`config.mk`:
```
export PLATFORM = sky130hd
export DESIGN_NAME = hb_up_serializer
export DESIGN_NICKNAME = d
export VERILOG_FILES = /design/src/rtl/hb_up_serializer_pkg.sv /design/src/rtl/hb_up_serializer.sv
export SDC_FILE = /design/constraint.sdc
export NUM_CORES = 1
export LEC_CHECK = 0
export CORE_ASPECT_RATIO = 0.6
export CORE_MARGIN = 2
export CORE_UTILIZATION = 49
export DETAILED_ROUTE_END_ITERATION = 10
export PLACE_DENSITY_LB_ADDON = 0.12
export SLEW_MARGIN = 20
export SYNTH_ARGS = -nofsm -noshare
export SYNTH_HDL_FRONTEND = slang
export SYNTH_SLANG_ARGS = --single-unit
```
`constraint.sdc`:
```
create_clock -name clk -period 3.4 [get_ports clk]
set_clock_uncertainty 0.2 [all_clocks]
set_input_delay 0.51 -clock clk [delete_from_list [all_inputs] [get_ports clk]]
set_output_delay 0.51 -clock clk [all_outputs]
set_load 0.02 [all_outputs]
```
`src/rtl/hb_up_serializer_pkg.sv`:
```
// Shared definitions for the upstream heartbeat serializer: code map, chunk geometry, word layout.
// Latency: n/a (package only).
// Backpressure: n/a (package only).
package hb_up_serializer_pkg;

  // Upstream word geometry: {code, payload}
  localparam int Ncode  = 4;
  localparam int Nchunk = 16;

  // Heartbeat chunk k is tagged HB_CODE_BASE+k; codes 1..NChunks belong to the heartbeat,
  // the other upstream producers use codes outside that range.
  localparam logic [Ncode-1:0] HB_CODE_BASE = 4'h1;

  // Number of payload chunks needed to carry an ntime-bit value.
  function automatic int n_chunks(input int ntime, input int nchunk);
    return (ntime + nchunk - 1) / nchunk;
  endfunction

  typedef struct packed {
    logic [Ncode-1:0]  code;
    logic [Nchunk-1:0] payload;
  } hb_word_t;

  typedef enum logic {
    ST_IDLE = 1'b0,
    ST_SEND = 1'b1
  } hb_state_e;

endpackage

```
`src/rtl/hb_up_serializer.sv`:
```
// Upstream heartbeat transmitter: snapshots time_elapsed on a pulse and sends it LSB-chunk first.
// Latency: out_v rises 1 cycle after the accepted pulse; one word per cycle while out_a is high.
// Backpressure: out_v/out_d hold until acked; one pulse queued while busy, further pulses dropped and counted.
module hb_up_serializer
  import hb_up_serializer_pkg::*;
#(
  parameter int Ntime = 48,
  parameter int Ndrop = 8
) (
  input  logic                    clk,
  input  logic                    reset,
  input  logic                    enable,
  input  logic                    send_HB_up_pulse,
  input  logic [Ntime-1:0]        time_elapsed,
  output logic                    out_v,
  input  logic                    out_a,
  output logic [Ncode+Nchunk-1:0] out_d,
  output logic                    busy,
  output logic [Ndrop-1:0]        dropped_count
);

  localparam int NCHUNKS = n_chunks(Ntime, Nchunk);
  localparam int SNAP_W  = NCHUNKS * Nchunk;
  localparam int CW      = (NCHUNKS > 1) ? $clog2(NCHUNKS) : 1;
  localparam logic [CW-1:0] LAST_CHUNK = CW'(NCHUNKS - 1);

  hb_state_e         state_q, state_d;
  logic [CW-1:0]     chunk_q, chunk_d;
  logic [SNAP_W-1:0] active_q, active_d;
  logic [SNAP_W-1:0] pend_q, pend_d;
  logic              pend_vld_q, pend_vld_d;
  logic [Ndrop-1:0]  drop_q, drop_d;

  logic              accept;
  logic              ack;
  logic              last_chunk;
  logic              drop_inc;
  logic [SNAP_W-1:0] time_ext;
  hb_word_t          word;

  // Zero-extend the wall clock up to a whole number of chunks.
  assign time_ext   = SNAP_W'(time_elapsed);
  assign accept     = enable & send_HB_up_pulse;
  assign ack        = (state_q == ST_SEND) & out_a;
  assign last_chunk = (chunk_q == LAST_CHUNK);

  // Next-state logic: packet sequencing, one-deep pending slot, drop accounting.
  always_comb begin
    state_d    = state_q;
    chunk_d    = chunk_q;
    active_d   = active_q;
    pend_d     = pend_q;
    pend_vld_d = pend_vld_q;
    drop_d     = drop_q;
    drop_inc   = 1'b0;

    case (state_q)
      ST_IDLE: begin
        if (accept) begin
          active_d = time_ext;
          chunk_d  = '0;
          state_d  = ST_SEND;
        end
      end

      ST_SEND: begin
        if (ack && last_chunk) begin
          // Packet boundary: start the next packet with no bubble if anything is queued.
          chunk_d = '0;
          if (pend_vld_q) begin
            active_d = pend_q;
            if (accept) begin
              pend_d = time_ext;     // slot freed and refilled on the same edge
            end else begin
              pend_vld_d = 1'b0;
            end
          end else if (accept) begin
            active_d = time_ext;     // empty slot is bypassed
          end else begin
            state_d = ST_IDLE;
          end
        end else begin
          if (ack) begin
            chunk_d = chunk_q + 1'b1;
          end
          if (accept) begin
            if (!pend_vld_q) begin
              pend_d     = time_ext;
              pend_vld_d = 1'b1;
            end else begin
              drop_inc = 1'b1;
            end
          end
        end
      end

      default: begin
        state_d = ST_IDLE;
      end
    endcase

    // Saturating drop counter.
    if (drop_inc && (drop_q != {Ndrop{1'b1}})) begin
      drop_d = drop_q + 1'b1;
    end
  end

  // State registers; reset abandons any packet in flight and the pending slot.
  always_ff @(posedge clk or negedge reset) begin
    if (!reset) begin
      state_q    <= ST_IDLE;
      chunk_q    <= '0;
      active_q   <= '0;
      pend_q     <= '0;
      pend_vld_q <= 1'b0;
      drop_q     <= '0;
    end else begin
      state_q    <= state_d;
      chunk_q    <= chunk_d;
      active_q   <= active_d;
      pend_q     <= pend_d;
      pend_vld_q <= pend_vld_d;
      drop_q     <= drop_d;
    end
  end

  // Output word selected by the chunk index; forced to zero while nothing is offered.
  always_comb begin
    word.code    = HB_CODE_BASE + Ncode'(chunk_q);
    word.payload = active_q[chunk_q * Nchunk +: Nchunk];
  end

  assign out_v         = (state_q == ST_SEND);
  assign out_d         = out_v ? word : '0;
  assign busy          = out_v | pend_vld_q;
  assign dropped_count = drop_q;

endmodule
```
==> job_summary.md, run 1 <==
### Metrics collected by this job

| Metric | Value |
|---|---|
| H-tree lvl count | `3` |
| ANT nets after route | `0` |
| XOR Share, Synth | `less than 1%` |
| Synth top cells by count | `108 x dfrtp_1, 64 x o22ai_1, 51 x nor2_1` |
| Initial Util | `50.4%` |
| ClkCell Share | `about 5.6%` |
| Mapped Area | `~5000 um^2` |
| Layout cells sized above 1 | `about an eighth` |
| Synth top area share | `~54%` |
| Drt first pass iters | `5` |
| Clk power | `0.00122 W` |
| Finished Layout Cells | `668` |
| Yosys warns | `0` |
| Die X | `134 um` |
| Setup violation total in the final timing report | `0` |
| Leading cell kind | `registers` |
| Cell taking the most area after synthesis | `dfrtp_1` |
| Final net count | `approximately 580` |
| Initial drt markers | `roughly 370` |
| Flop pwr share | `a little over a third` |
| Fmax | `322 MHz` |
| Measured slew at the worst slew-check pin | `just over 0.8 ns` |
| Top logic family | `AND-OR/OR-AND gates` |
| Aoi share | `15.1%` |
| PD cells | `about 1000 nW/um^2` |
| Vias in the first global route | `approximately 3800` |
| Warning total across the stage logs | `27` |
| Part of the cycle the worst path needs | `between 90% and 100%` |
| FF/Latch Area | `around 2700 um^2` |
| Pin count of the biggest net entering global routing | `63` |
| Flop share of the area | `a little over two fifths` |
| Required time worst endpoint | `2.69 ns` |
| Comb_multi_in | `between 300 and 400` |
| CTS tree | `done` |
| Cell Type Count | `39` |
| Clk pwr share | `between 10% and 20%` |
| Number of core rows | `28` |
| Max IR drop VDD | `around 0.00046 V` |
| Inst Count DP | `652` |
| Simple Share, Synth | `a little over a tenth` |
| DIE HEIGHT | `~82 um` |
| Core ar. | `9880 um^2` |
| Seq pwr | `0.00234 W` |
| Worst EP arrival | `between 2 and 2.5 ns` |
| Hold Slack | `around 0.047 ns` |
| IO Pins | `~83` |
| Worst-path maximum fanout | `13` |
| Fraction of registers with async set/reset | `100%` |
| Avg Cell Area, Syn | `approximately 11 um^2` |
| Drt via density | `5.73` |
| Main synth FF type | `dfrtp_1` |
| Flops after synth | `about 110` |
| Crit path launch type | `flop` |
| Clock buffer depth | `2` |
| Inverters | `1` |
| Post-Synthesis Cells | `between 400 and 500` |
| Non-clk buf share | `between 10% and 20%` |
| Hpwl dp | `8.16 mm` |
| Crit end category | `primary output` |
| MUX area fraction | `about 15%` |
| Fin. max-slew vios | `0` |
| Logic pwr share | `45.1%` |
| TAP cells | `135` |
| Hold crit path type | `input pin to async pin` |
| Post-Syn Nets | `approximately 500` |
| Antenna violations before repair | `0` |
| Post-CTS sizing | `0` |
| MI comb area | `2110 um^2` |
| Static Leak | `between 2 and 3 nW` |
| GR Overflow Total | `0` |
| Latency at later pin | `0.35 ns` |
| Clkbuf count | `10` |
| Clock root buffer master | `clkbuf_16` |
| Ys cells | `459` |
| Full die area | `11000 um^2` |
| Top power group | `combinational cells` |
| Port bufs | `a little over 80` |
| Adder share | `less than 1%` |
| Count leader, synth | `dfrtp_1` |
| Reg-to-reg setup timing slack | `~0.61 ns` |
| CTS Buf Count | `9` |
| Fraction of area in multi-input gates | `33.8%` |
| Non-clk bufs | `around 95` |
| Max-slew headroom | `44.9%` |
| Layout area overhead | `25.6%` |
| Clock Pin Slew Worst Setup and Hold Paths | `0.07 ns` |
| Comb power | `0.00293 W` |
| Synth area leaders | `dfrtp_1 54%, o22ai_1 8.0%, mux2_2 7.2%, a21oi_1 5.0%, mux2_1 4.5%` |
| Final min period | `approximately 3.1 ns` |
| RSZ-0062 raised after global routing | `false` |
| Top Layout Cells | `108 x dfrtp_1, 80 x clkdlybuf4s50_1, 64 x o22ai_1` |
| Total of max-cap violations | `0` |
| Psw | `approximately 0.0024 W` |
| # fillers | `799` |
| Post-CTS Hold Fix Bufs | `0` |
| First-pass GRT wire length | `around 19 mm` |
| Seq/Total Area, Yosys | `54.3%` |
| Post-CTS Setup Bufs | `0` |
| Switching Fraction | `between 30% and 40%` |
| RD Place Congestion | `approximately 0.81` |
| Status | `completed` |
| Avg WL per Cell | `18.4 um` |
| Flip-flops | `between 100 and 150` |
| Post-synth EDFFs | `0` |
| Top cell excl fill/tap | `dfrtp_1` |
| Internal power | `slightly above 0.004 W` |
| Fin. Hold Viols | `0` |
| Overall routing resource usage | `a little under a quarter` |
| Clk sinks | `108` |
| DRC viols | `0` |
| Setup CP Type | `flop to primary output` |
| YS chip area | `approximately 5000 um^2` |
| # diodes | `0` |
| Setup TNS | `0 ns` |
-- run 1: worst paths after layout --
| check | from | endpoint | cells after the start |
|---|---|---|---|
| min reg2reg | pend_q[32]$_DFFE_PN0P_ | pend_q[32]$_DFFE_PN0P_ | 1 |
| min in group clk | pend_q[32]$_DFFE_PN0P_ | pend_q[32]$_DFFE_PN0P_ | 1 |
| max in group asynchronous | reset | pend_q[2]$_DFFE_PN0P_ | 2 |
| min | reset | pend_q[32]$_DFFE_PN0P_ | 1 |
| max reg2reg | chunk_q[1]$_DFFE_PN0P_ | pend_q[39]$_DFFE_PN0P_ | 6 |
| max | chunk_q[1]$_DFFE_PN0P_ | out_d[9] | 5 |
-- run 1: through the flow --
| stage | cell area [um^2] | util [%] | power [W] | setup WS, ns |
|---|---|---|---|---|
| final | 6250 | 63.3 | 0.00649 | 0.296 |
| after global routing | 6250 | 63.3 | 0.00689 | 0.160 |
| after CTS | 6250 | 63.3 | 0.00652 | 0.261 |
| after detailed placement | 5900 | 59.7 | 0.00527 | 0.603 |
| after global placement | 5900 | 59.7 | 0.00518 | 0.661 |
| after floorplan | 4980 | - | 0.00421 | 0.772 |
-- run 1: sequential cells by signal (all words and copies together), names as in the netlist --
name,cells
active_q,48
chunk_q,2
dropped_count,8
out_v,1
pend_q,48
pend_vld_q,1
-- run 1: routing by layer --
metal,up-vias,wire (um),part of all wire [%],GRT usage [%]
met5,-,0,0,0
met4,0,144,1.2,7.05
met3,11,714,5.8,5.37
met2,119,5290,43,34.1
met1,1912,6120,50,34.8
li1,1785,-,-,-
-- run 1: critical path, cell delays in order (launching register included) --
cell and delay (ns):
dfrtp_1 0.68, buf_4 0.31, mux2i_1 0.24, o22ai_1 0.11, and2_1 0.17, clkdlybuf4s50_1 0.53
### Drive-strength map, run 1

The bar under the picture is 50 um long.
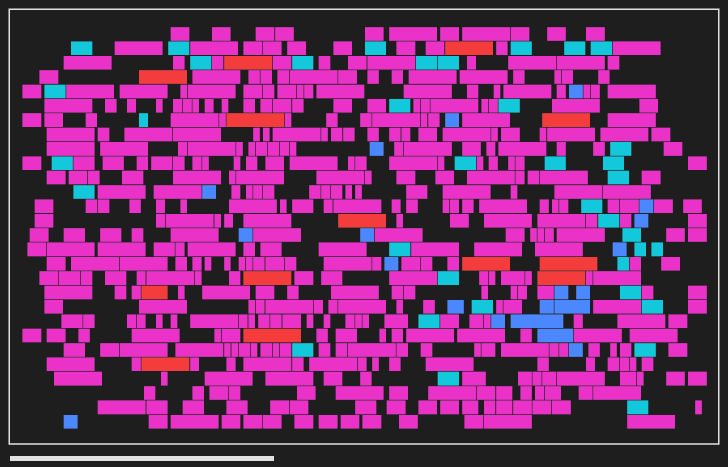
Red marks x6 and larger, cells 13, share 2.4%. Magenta marks x1 and smaller, cells 463, share 87%. Cyan marks x2, cells 37, share 6.9%. Blue marks x3 and x4, cells 20, share 3.8%.

### Met1 routing, run 1

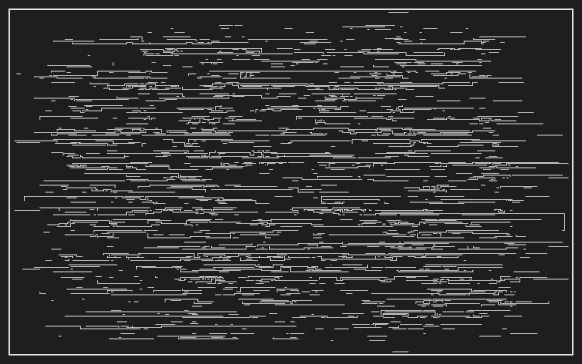
524 nets have wire on it. The longest straight run is 45.1 um. The layer carries 6120 um of wire. The wires run mostly horizontal. The layer holds 50% of the routed length.
final wirelength: 12.3 mm
via count: 3827

### Wiring by layer, run 1

Only two layers are drawn.
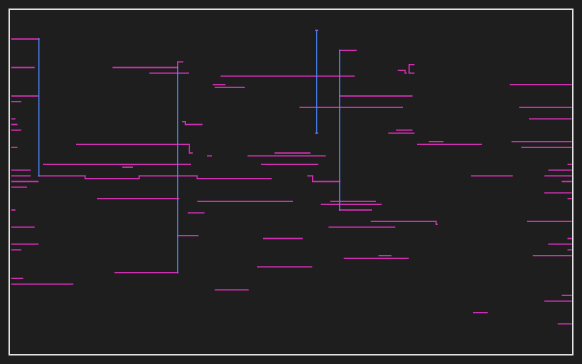
Magenta marks M3, wire length 715 um. Blue marks M4, wire length 144 um.

==> run 2: changes to the inputs <==
- ABC_AREA: unset -> 1
- CTS_CLUSTER_SIZE: unset -> 24
### Drive-strength map, run 2

The bar under the picture is 50 um long.
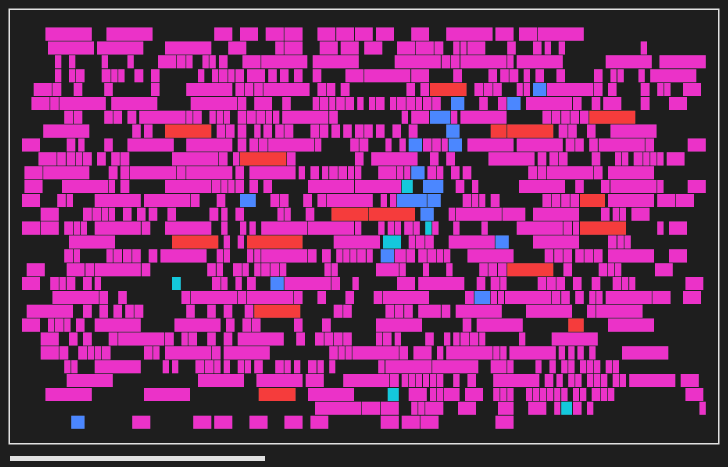
Blue marks x3 and x4, cells 18, share 2.5%. Red marks x6 and larger, cells 16, share 2.2%. Magenta marks x1 and smaller, cells 694, share 95%. Cyan marks x2, cells 6, share 0.82%.
Layout area overhead: 21.7%
Non-clk bufs: 96
worst setup margin: 0.166 ns
final instance area: 6520 um^2

==> job_summary.md, run 2 <==
### Metrics collected by this job

| Metric | Value |
|---|---|
| Status | `finished with violations` |
| Failing checks | `hold timing` |
| Latency at later pin | `0.35 ns (about the same)` |
| Critical path's slowest cell | `dfrtp_1` |
| Fin. max-slew vios | `0 (unchanged)` |
| # fillers | `931 (+17%)` |
| YS chip area | `5360 um^2 (+7.6%)` |
| Clock Pin Slew Worst Setup and Hold Paths | `0.07 ns (about the same)` |
| Core ar. | `10600 um^2 (+7.2%)` |
| Leading cell kind | `registers` |
| Avg WL per Cell | `17.6 um (-4.0%)` |
| Setup violation total in the final timing report | `0 (unchanged)` |
| Static Leak | `2.94 nW (+15%)` |
| Ys cells | `677 (+47%)` |
| Crit end category | `primary output` |
| Pre-CTS WS | `0.521 ns (-0.0820 ns)` |
| Placement Cell Area | `6200 um^2 (+5.1%)` |
| Inverters | `14 (+13)` |
| Synth top cells by count | `161 x nand2_1, 160 x a21oi_1, 108 x dfrtp_1` |
| Finished Layout Cells | `873 (+31%)` |
| Fmax | `309 MHz (-4.0%)` |
| Max incr delay on CP | `0.81 ns (+0.13 ns)` |
| Measured slew at the worst slew-check pin | `0.715 ns (-0.112 ns)` |
| Number of core rows | `29 (+3.6%)` |
| Top delay family on crit path | `buffers and inverters` |
| Non-clk buf share | `14.7% (+0.10 points)` |
| H-tree lvl count | `3 (unchanged)` |
| GR Overflow Total | `0 (unchanged)` |
| Crit-path cells | `inv_1 > buf_4 > o21ai_0 > a21oi_1 > clkdlybuf4s50_1` |
| Power after layout | `0.00628 W (-3.2%)` |
| Fin. Hold Viols | `7 (+7)` |
| Post-CTS Setup Bufs | `0 (unchanged)` |
| Layout cells sized above 1 | `5.45% (-7.7 points)` |
| Drt first pass iters | `5 (unchanged)` |
| Flops after synth | `108 (unchanged)` |
| Reg2reg start | `chunk_q[0]$_DFFE_PN0P_` |
| Setup CP Type | `flop to primary output` |
| Comb_multi_in | `500 (+60%)` |
| Simple Share, Synth | `20.1% (+9.7 points)` |
| Port bufs | `81 (unchanged)` |
| Flip-flops | `108 (unchanged)` |
| RD Place Congestion | `0.855 (+5.8%)` |
| Clkbuf count | `10 (unchanged)` |
| Hold crit path type | `input pin to async pin` |
| Worst-path maximum fanout | `20 (+7)` |
| Part of the cycle the worst path needs | `95.1% (+3.8 points)` |
| PD cells | `964 nW/um^2 (-7.1%)` |
| Adder share | `0.701% (-0.053 points)` |
| CTS tree | `done` |
| Clock buffer depth | `2 (unchanged)` |
| Aoi share | `21.7% (+6.6 points)` |
| Clock root buffer master | `clkbuf_16` |
| # diodes | `0 (unchanged)` |
| Synth area leaders | `dfrtp_1 50%, a21oi_1 15%, nand2_1 11%, o21ai_0 6.5%, nand3_1 5.1%` |
| Overall routing resource usage | `27.2% (+3.8 points)` |
| Final net count | `785 (+34%)` |
| Hold Slack | `-0.0185 ns (-0.0651 ns)` |
| Cell Type Count | `23 (-41%)` |
| CP Depth | `5 (unchanged)` |
| Reg-to-reg setup timing slack | `0.71 ns (+0.10 ns)` |
### Metal 4, run 2

The bar under the picture is 50 um long. Cells faint in the background.
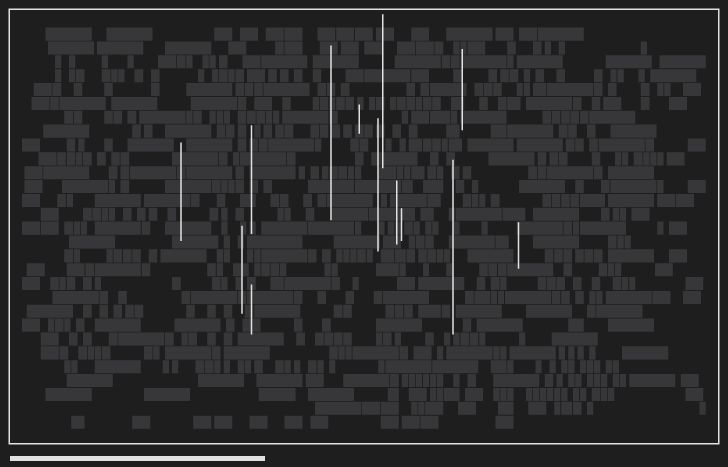
The layer carries 239 um of wire. The longest straight run is 34.0 um. The wires run mostly vertical. The layer holds 1.6% of the routed length. 11 nets have wire on it.
final wirelength: 15.4 mm
via count: 5068

run 2: netlist changes by cell type after synthesis, sizes merged, moves of 4 or more:
cell	delta
a21oi	+111
and2	-18
buf	+22
clkbuf	-4
inv	+13
mux2	-52
mux2i	-16
nand2	+138
nand3	+52
nor2	-9
o21ai	+69
o22ai	-64
run 2: timing repair:
action                                  in CTS  in global routing
hold buffers                                 0                  0
resized                                      0                  1
endpoints found under the setup margin       0                  1
run 2: how the worst max path moves through the flow:
stage / startpoint / endpoint / slack [ns]
after floorplan: chunk_q[0]$_DFFE_PN0P_ / out_d[17] / 1.20
after global placement: chunk_q[0]$_DFFE_PN0P_ / out_d[7] / 0.51
after detailed placement: chunk_q[0]$_DFFE_PN0P_ / out_d[7] / 0.52
after CTS: chunk_q[0]$_DFFE_PN0P_ / out_d[7] / 0.14
after global routing: chunk_q[0]$_DFFE_PN0P_ / out_d[1] / 0.06
final: chunk_q[0]$_DFFE_PN0P_ / out_d[0] / 0.17
run 2: power breakdown:
part	leakage, nW	total, W	switching (W)	internal (W)
clock network	0.153	0.00109	0.000493	0.000599
logic	1.49	0.00286	0.00177	0.00109
registers	1.29	0.00233	0.000451	0.00188
total	2.94	0.00628	0.00271	0.00357
run 2: layer usage:
layer / wire length, um / vias up / share of wire, % / global-route usage [%]
met2: 6780 / 236 / 44 / 40.7
met4: 238 / 0 / 1.5 / 7.44
met1: 7030 / 2425 / 46 / 39.7
li1: - / 2380 / - / -
met3: 1350 / 27 / 8.8 / 6.94
met5: 0 / - / 0 / 0
==> run 3: changes to the inputs <==
--- a/config.mk
+++ b/config.mk
@@ -8,4 +8,4 @@
 export ABC_AREA = 1
-export CORE_ASPECT_RATIO = 0.6
-export CORE_MARGIN = 2
+export CORE_ASPECT_RATIO = 0.9
+export CORE_MARGIN = 5
 export CORE_UTILIZATION = 49
--- a/constraint.sdc
+++ b/constraint.sdc
@@ -4,2 +4,2 @@
 set_output_delay 0.51 -clock clk [all_outputs]
-set_load 0.02 [all_outputs]
+set_load 0.01 [all_outputs]
### Metal 4, run 3

The bar under the picture is 20 um long. Cells faint in the background.
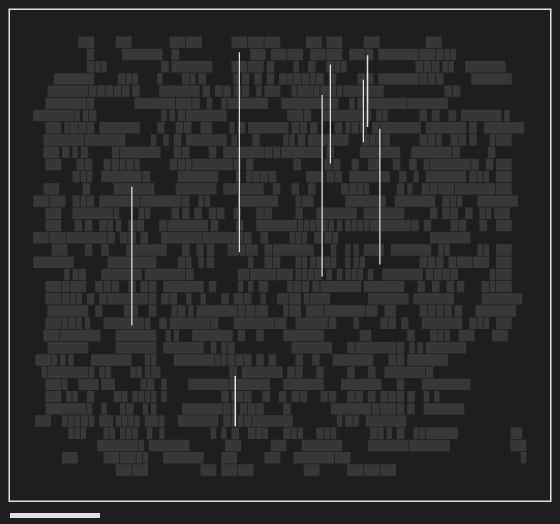
via count: 5041
final wirelength: 15.4 mm

==> job_summary.md, run 3 <==
### Metrics collected by this job

| Metric | Value |
|---|---|
| GR Overflow Total | `0 (unchanged)` |
| Crit path launch | `chunk_q[0]$_DFFE_PN0P_` |
| Crit-path cells | `inv_1 > buf_4 > ha_1 > nor2_1 > clkdlybuf4s50_1` |
| RD Place Congestion | `0.868 (+1.5%)` |
| Die X | `between 100 and 150 um` |
| Post-CTS sizing | `0 (unchanged)` |
| Worst-path maximum fanout | `20 (unchanged)` |
| CTS Buf Count | `9` |
| Port bufs | `81 (unchanged)` |
| Post-CTS Hold Fix Bufs | `1 (+1)` |
| Top Layout Cells | `161 x nand2_1, 160 x a21oi_1, 108 x dfrtp_1` |
| Latency at later pin | `0.35 ns (about the same)` |
| Fin. max-slew vios | `0 (unchanged)` |
| Fmax | `311 MHz (+0.47%)` |
| Total of max-cap violations | `0` |
| PD cells | `937 nW/um^2 (-2.8%)` |
| Clock root buffer master | `clkbuf_16` |
| # fillers | `955 (+2.6%)` |
| Main synth FF type | `dfrtp_1` |
| Required time worst endpoint | `about 2.7 ns` |
| XOR Share, Synth | `0.491%` |
| Worst Path Buf+Inv | `3` |
| Clock buffer depth | `2 (unchanged)` |
| Hold path endpoint | `pend_q[8]$_DFFE_PN0P_` |
| DIE HEIGHT | `109 um` |
| Final min period | `around 3.2 ns` |
| Flops after synth | `108 (unchanged)` |
| Post-CTS Setup Bufs | `0 (unchanged)` |
| Worst EP arrival | `around 2.5 ns` |
| Count leader, synth | `nand2_1` |
| Static Leak | `2.93 nW (-0.35%)` |
| Aoi share | `21.7% (unchanged)` |
| Status | `completed` |
| Full die area | `approximately 13000 um^2` |
| Core ar. | `10800 um^2 (+1.6%)` |
| Drt via density | `~5.8` |
| Layout cells sized above 1 | `5.04% (-0.41 points)` |
| Setup CP Type | `flop to primary output` |
| Initial drt markers | `587` |
| Layout area overhead | `21.4%` |
| Hpwl dp | `~10 mm` |
| Antenna violations before repair | `0` |
| Yosys warns | `0` |
| RSZ-0062 raised after global routing | `false` |
| Measured slew at the worst slew-check pin | `0.613 ns (-0.101 ns)` |
| Seq/Total Area, Yosys | `about half` |
| Post-synth EDFFs | `0` |
| Synth top cells by count | `161 x nand2_1, 160 x a21oi_1, 108 x dfrtp_1` |
| Vias in the first global route | `approximately 4800` |
| Reg2reg start | `chunk_q[0]$_DFFE_PN0P_` |
| Top logic family | `AND-OR/OR-AND gates` |
| Clock Pin Slew Worst Setup and Hold Paths | `0.07 ns (about the same)` |
| Fin. Hold Viols | `0 (-7)` |
| Crit path launch type | `flop` |
| Max incr delay on CP | `0.73 ns (-0.08 ns)` |
| Cell Type Count | `23 (unchanged)` |
| Initial Util | `around 50%` |
| Reg-to-reg setup timing slack | `0.63 ns (-0.08 ns)` |
| RR Endpoint | `dropped_count[1]$_DFFE_PN0P_` |
| CTS tree | `done` |
| Number of core rows | `36 (+24%)` |
| Setup violation total in the final timing report | `0 (unchanged)` |
| Clk sinks | `about 110` |
| First-pass GRT wire length | `25.2 mm` |
| Setup TNS | `0 ns` |
| Critical path's slowest cell | `dfrtp_1` |
| YS chip area | `5360 um^2 (unchanged)` |
| Fraction of registers with async set/reset | `100%` |
| Worst hold path depth | `2` |
| Ys cells | `677 (unchanged)` |
| Adder share | `0.701% (unchanged)` |
| Crit end category | `primary output` |
| H-tree lvl count | `3 (unchanged)` |
| Final net count | `786 (+0.13%)` |
| # diodes | `0 (unchanged)` |
| Cell taking the most area after synthesis | `dfrtp_1` |
| Synth area leaders | `dfrtp_1 50%, a21oi_1 15%, nand2_1 11%, o21ai_0 6.5%, nand3_1 5.1%` |
| Top delay family on crit path | `buffers and inverters` |
| MUX area fraction | `0%` |
| Drt first pass iters | `7 (+2)` |
| Hold crit path type | `flop to flop` |
| Simple Share, Synth | `20.1% (unchanged)` |
| Part of the cycle the worst path needs | `94.7% (-0.45 points)` |
| Warning total across the stage logs | `27` |
| Final core occ | `between 60% and 70%` |
### Wiring by layer, run 3

Only two layers are drawn.
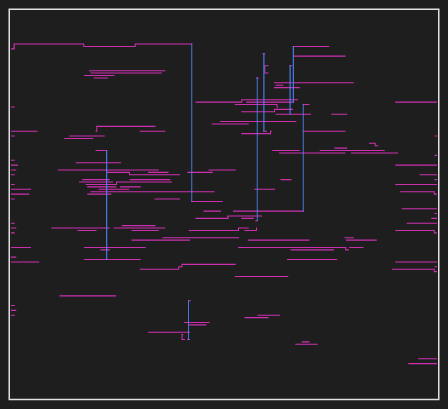
Magenta marks M3, wire length 1180 um. Blue marks M4, wire length 207 um.
Avg WL per Cell: 17.8 um
overall routing resource usage: 24.3%

run 3: layout make-up:
cell class | count | area (um^2) | share of cell area [%]
Clock buffer | 11 | 233 | 3.58
Clock inverter | 4 | 75.1 | 1.15
Inverter | 14 | 52.6 | 0.808
Multi-Input combinational cell | 500 | 2320 | 35.6
Sequential cell | 108 | 2700 | 41.6
Tap cell | 133 | 166 | 2.56
Timing Repair Buffer | 97 | 956 | 14.7
run 3: routing by layer:
| layer | GRT usage, % | vias to the layer above | part of all wire (%) |
|---|---|---|---|
| li1 | - | 2378 | - |
| met1 | 34.4 | 2419 | 45 |
| met2 | 38.4 | 227 | 46 |
| met3 | 5.24 | 17 | 7.7 |
| met4 | 6.21 | 0 | 1.3 |
| met5 | 0 | - | 0 |
run 3: how the worst max path moves through the flow:
stage,end,slack [ns],depth (start not counted)
after floorplan,pend_q[17]$_DFFE_PN0P_,1.25,11
after global placement,out_d[1],0.63,5
after detailed placement,out_d[7],0.47,5
after CTS,out_d[7],0.08,5
after global routing,out_d[17],0.11,5
final,out_d[17],0.18,5
run 3: power breakdown:
group	internal, W	switching (W)	total, W
combinational	0.00108	0.00159	0.00266
sequential	0.00188	0.000449	0.00233
clock	0.000642	0.000456	0.00110
total	0.00360	0.00249	0.00609
run 3: through the flow:
step                      std cells  area (um^2)  worst slack (ns)  hold WS (ns)  power [W]
after global placement          851         6180             0.625         0.207    0.00493
after floorplan                 677         5360              1.25        0.0144    0.00388
after detailed placement        851         6180             0.468         0.207    0.00497
final                           867         6500             0.182         0.273    0.00609
after CTS                       867         6500            0.0837         0.275    0.00609
after global routing            867         6500             0.111         0.291    0.00653
run 3: tightest hold or removal path: cells and delay by family (launching register included):
family           cells  cell delay [ns]
DFF                  1             0.34
and+or+nand+nor      2             0.10

==> screenshots <==
M2 wires.
Cells faint in the background.
shot_01.png
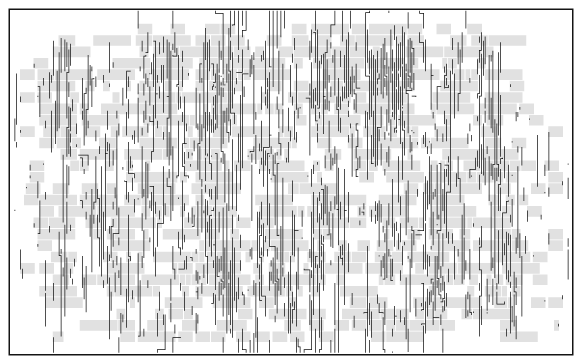
shot_02.png
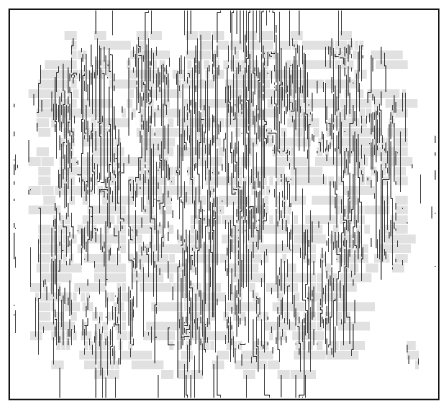
shot_03.png
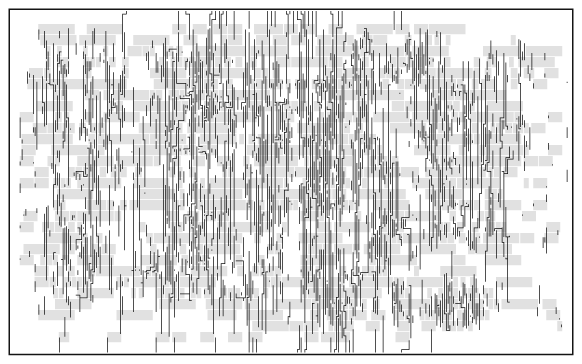
- shot_03.png = run 2
- shot_01.png = run 1
- shot_02.png = run 3

Power and IR drop assume default switching activity.
